$ cat config.mk
export PLATFORM = sky130hd
export DESIGN_NAME = boton_pulsos
export DESIGN_NICKNAME = d
export VERILOG_FILES = /design/src/rtl/boton_pulsos.sv
export SDC_FILE = /design/constraint.sdc
export NUM_CORES = 1
export LEC_CHECK = 0
export CAP_MARGIN = 30
export CORE_MARGIN = 3
export CORE_UTILIZATION = 40
export DETAILED_ROUTE_END_ITERATION = 7
export SETUP_SLACK_MARGIN = 0.4
export SYNTH_ARGS = -nofsm -noshare
export SYNTH_HDL_FRONTEND = slang
export SYNTH_SLANG_ARGS = --single-unit
$ cat constraint.sdc
create_clock -name Clk -period 1.8 [get_ports Clk]
set_input_delay 0.18 -clock Clk [delete_from_list [all_inputs] [get_ports Clk]]
set_output_delay 0.18 -clock Clk [all_outputs]
set_load 0.05 [all_outputs]
$ cat src/rtl/boton_pulsos.sv
// Button front end: 2-flop sync + debounce per button, UP/down step pulses and TC/LP target FSM.
// Define BOTON_AUTOREPEAT_EN to build the hold-to-repeat logic for the step buttons.
module boton_pulsos #(
  parameter int DEB_CYCLES    = 16,
  parameter int REPEAT_DELAY  = 64,
  parameter int REPEAT_PERIOD = 16
) (
  input  logic Clk,
  input  logic reset,
  input  logic btn_up,
  input  logic btn_down,
  input  logic btn_mode,
  output logic UP,
  output logic down,
  output logic TC,
  output logic LP
);

  localparam int CW = $clog2(DEB_CYCLES + 1);
  localparam logic [CW-1:0] DEB_LAST = CW'(DEB_CYCLES - 1);
  localparam int B_UP   = 0;
  localparam int B_DOWN = 1;
  localparam int B_MODE = 2;

  typedef enum logic [1:0] {
    TONO     = 2'd0,
    LETRAS   = 2'd1,
    PANTALLA = 2'd2
  } target_e;

  logic [2:0]    raw;
  logic [2:0]    s1_q, s2_q;
  logic [2:0]    d_q, d_d;
  logic [2:0]    rise;
  logic [CW-1:0] cnt_q [3];
  logic [CW-1:0] cnt_d [3];
  logic [1:0]    fire;
  logic          up_q, up_d;
  logic          down_q, down_d;
  target_e       state_q, state_d;

  assign raw = {btn_mode, btn_down, btn_up};

  // Debounce: the level flips on the edge the mismatch run would reach DEB_CYCLES.
  always_comb begin
    for (int i = 0; i < 3; i++) begin
      d_d[i]   = d_q[i];
      cnt_d[i] = '0;
      if (s2_q[i] != d_q[i]) begin
        if (cnt_q[i] == DEB_LAST) d_d[i] = s2_q[i];
        else                      cnt_d[i] = cnt_q[i] + CW'(1);
      end
    end
  end

  // Press events are taken from the next level so pulses and FSM move on the same edge as d.
  assign rise = d_d & ~d_q;

  always_ff @(posedge Clk) begin
    if (reset) begin
      s1_q <= '0;
      s2_q <= '0;
      d_q  <= '0;
      for (int i = 0; i < 3; i++) cnt_q[i] <= '0;
    end else begin
      s1_q <= raw;
      s2_q <= s1_q;
      d_q  <= d_d;
      for (int i = 0; i < 3; i++) cnt_q[i] <= cnt_d[i];
    end
  end

`ifdef BOTON_AUTOREPEAT_EN
  localparam int RMAX = (REPEAT_DELAY > REPEAT_PERIOD) ? REPEAT_DELAY : REPEAT_PERIOD;
  localparam int RW   = $clog2(RMAX + 1);
  localparam logic [RW-1:0] RPT_DELAY  = RW'(REPEAT_DELAY);
  localparam logic [RW-1:0] RPT_PERIOD = RW'(REPEAT_PERIOD);

  // Down-counter per step button; zero means repeat is idle until the next press event.
  logic [RW-1:0] rpt_q [2];
  logic [RW-1:0] rpt_d [2];

  always_comb begin
    for (int j = 0; j < 2; j++) begin
      rpt_d[j] = '0;
      fire[j]  = 1'b0;
      if (rise[j]) begin
        rpt_d[j] = d_d[1-j] ? '0 : RPT_DELAY;
      end else if (rpt_q[j] != '0 && d_d[j] && !d_d[1-j]) begin
        if (rpt_q[j] == RW'(1)) begin
          fire[j]  = 1'b1;
          rpt_d[j] = RPT_PERIOD;
        end else begin
          rpt_d[j] = rpt_q[j] - RW'(1);
        end
      end
    end
  end

  always_ff @(posedge Clk) begin
    if (reset) begin
      rpt_q[0] <= '0;
      rpt_q[1] <= '0;
    end else begin
      rpt_q[0] <= rpt_d[0];
      rpt_q[1] <= rpt_d[1];
    end
  end
`else
  assign fire = 2'b00;
`endif

  // UP wins a same-cycle collision so the two pulses are mutually exclusive.
  always_comb begin
    up_d   = rise[B_UP] | fire[B_UP];
    down_d = (rise[B_DOWN] | fire[B_DOWN]) & ~up_d;
  end

  always_comb begin
    state_d = state_q;
    if (rise[B_MODE]) begin
      case (state_q)
        TONO:     state_d = LETRAS;
        LETRAS:   state_d = PANTALLA;
        PANTALLA: state_d = TONO;
        default:  state_d = TONO;
      endcase
    end
  end

  always_ff @(posedge Clk) begin
    if (reset) begin
      up_q    <= 1'b0;
      down_q  <= 1'b0;
      state_q <= TONO;
    end else begin
      up_q    <= up_d;
      down_q  <= down_d;
      state_q <= state_d;
    end
  end

  assign UP   = up_q;
  assign down = down_q;
  assign TC   = (state_q == TONO);
  assign LP   = (state_q == LETRAS);

endmodule

pdn.png
Scale: 8 px per um. Pins as bars on the die edge.
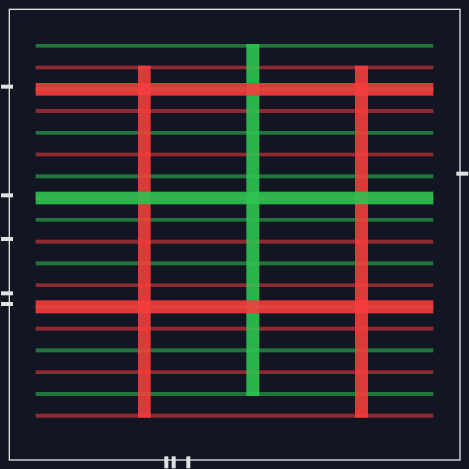
| net | colour |
|---|---|
| VDD | green |
| VSS | red |
met1 rails: 18
met4 straps: 3
met5 straps: 3

metal_stack.png
Scale: 10 px per um. Two of the layers only.
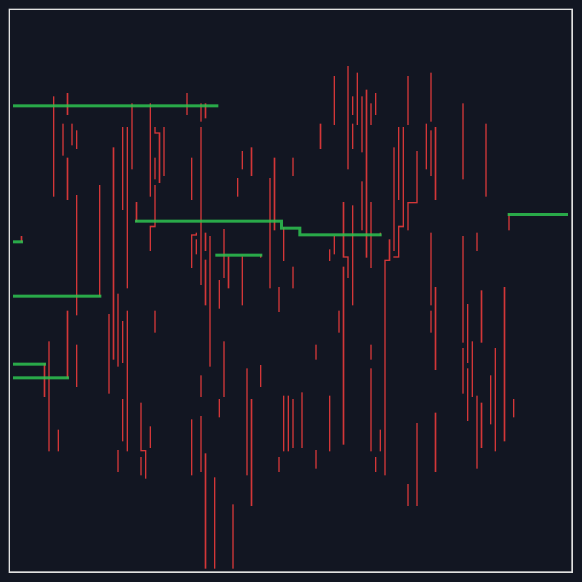
| layer | colour | wire length |
|---|---|---|
| met2 | red | 745 um |
| met3 | green | 73.6 um |

==> notes.md <==
fresh numbers from the pnr run: crit-path max FO=5, Worst Hold Depth=2, combinational power share=between 3 and 4%, count of tool warnings=28, unrepaired setup endpoints after global routing=yes, Logic power comb=34.0 uW, area leader, netlist=dfxtp_1, clock group power=293 uW, Power Dens Cells=between 700 and 800 nW/um^2, non-clock inverter total of the final layout=6, R2R Path End=cnt_q[0][4]$_SDFF_PP0_, post-cts hold buffer count=0, #MultiIn Comb=62, Reg area=570.5 um^2, sequential share of cell area=between 40% and 50%, Die Span Y=approximately 56 um, adder-cell share of the synthesized area=about 7.5%, Residual DRC=0, WS Path Type=reg2reg, WP depth=5, Tapcells=28, Slowest Stage Delay on Critical Path=0.40 ns, CTS tree=built, FF-to-FF setup slack=0.40 ns, outcome=finished, final reports clean, Top reg by flops=cnt_q, Worst Skew=between 0.003 and 0.004 ns, post-synthesis area per instance=~10 um^2, pin count of the biggest net entering global routing=16, leakage power=0.4812 nW, final period utilization=77.81%, Max-Slew Margin vs Limit=between 60% and 70%, share of cells above drive strength 1=between 30% and 40%, Flops=28, Signal buf overhead=9.143%, placed cells=133
clock_map.png
Scale: 10 px per um.
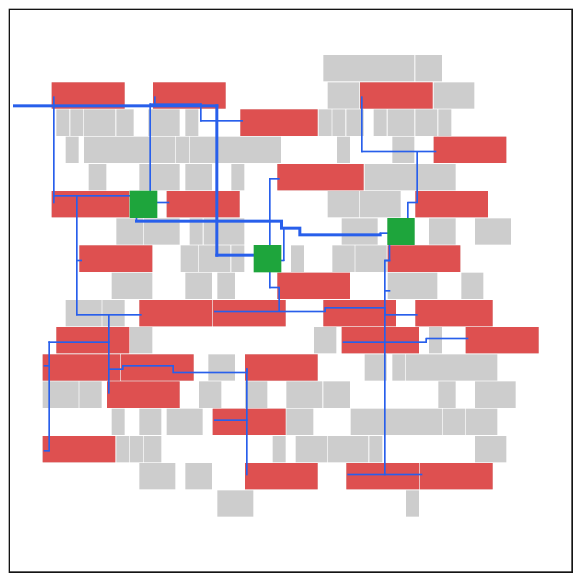
[clock wires] blue | length: 293 um
[flip-flops] red | count: 28
[cells driving clock nets] green | count: 3
routed clock nets: 4

density.png
Scale: 4 px per um. 11 x 11 tiles, from white (low) to dark blue (high), 0 to 100% covered.
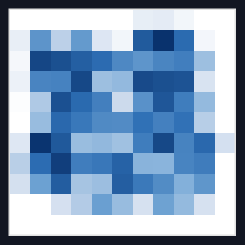
densest ninth of the die: centre
tiles over 75% full: 20%
mean over tiles: 41%
nearly empty tiles: 26%
fullest tile: 99%
core area: 2297 um^2
Initial Util: 43.79%
fin util: 57.19%

==> cells in the mapped netlist, drive strengths merged <==
library cell,instances
xor2,3
mux2i,4
ha,6
clkbuf,1
a21oi,1
nor2b,7
nand2,1
nand3b,1
nor2,21
inv,6
dfxtp,28
nor4,1
or2b,1
or3,3
xnor2,6
nor3,1
nand3,3
and3,3
==> through the flow <==
stage | hold slack [ns] | area, um^2
after global placement | 0.4222 | 1132
after CTS | 0.3775 | 1249
final | 0.3962 | 1314
after floorplan | 0.2516 | 1016
after global routing | 0.3746 | 1314
after detailed placement | 0.4253 | 1132
==> layer usage <==
layer / routed length [um] / vias up / global-route usage, %
met5: 0 / - / 0
met4: 14 / 0 / 2.034
met3: 73 / 2 / 5.104
met2: 744 / 9 / 16.86
met1: 666 / 296 / 10.89
li1: - / 347 / -
No activity file was given, so power comes from the tool's default toggle rates.
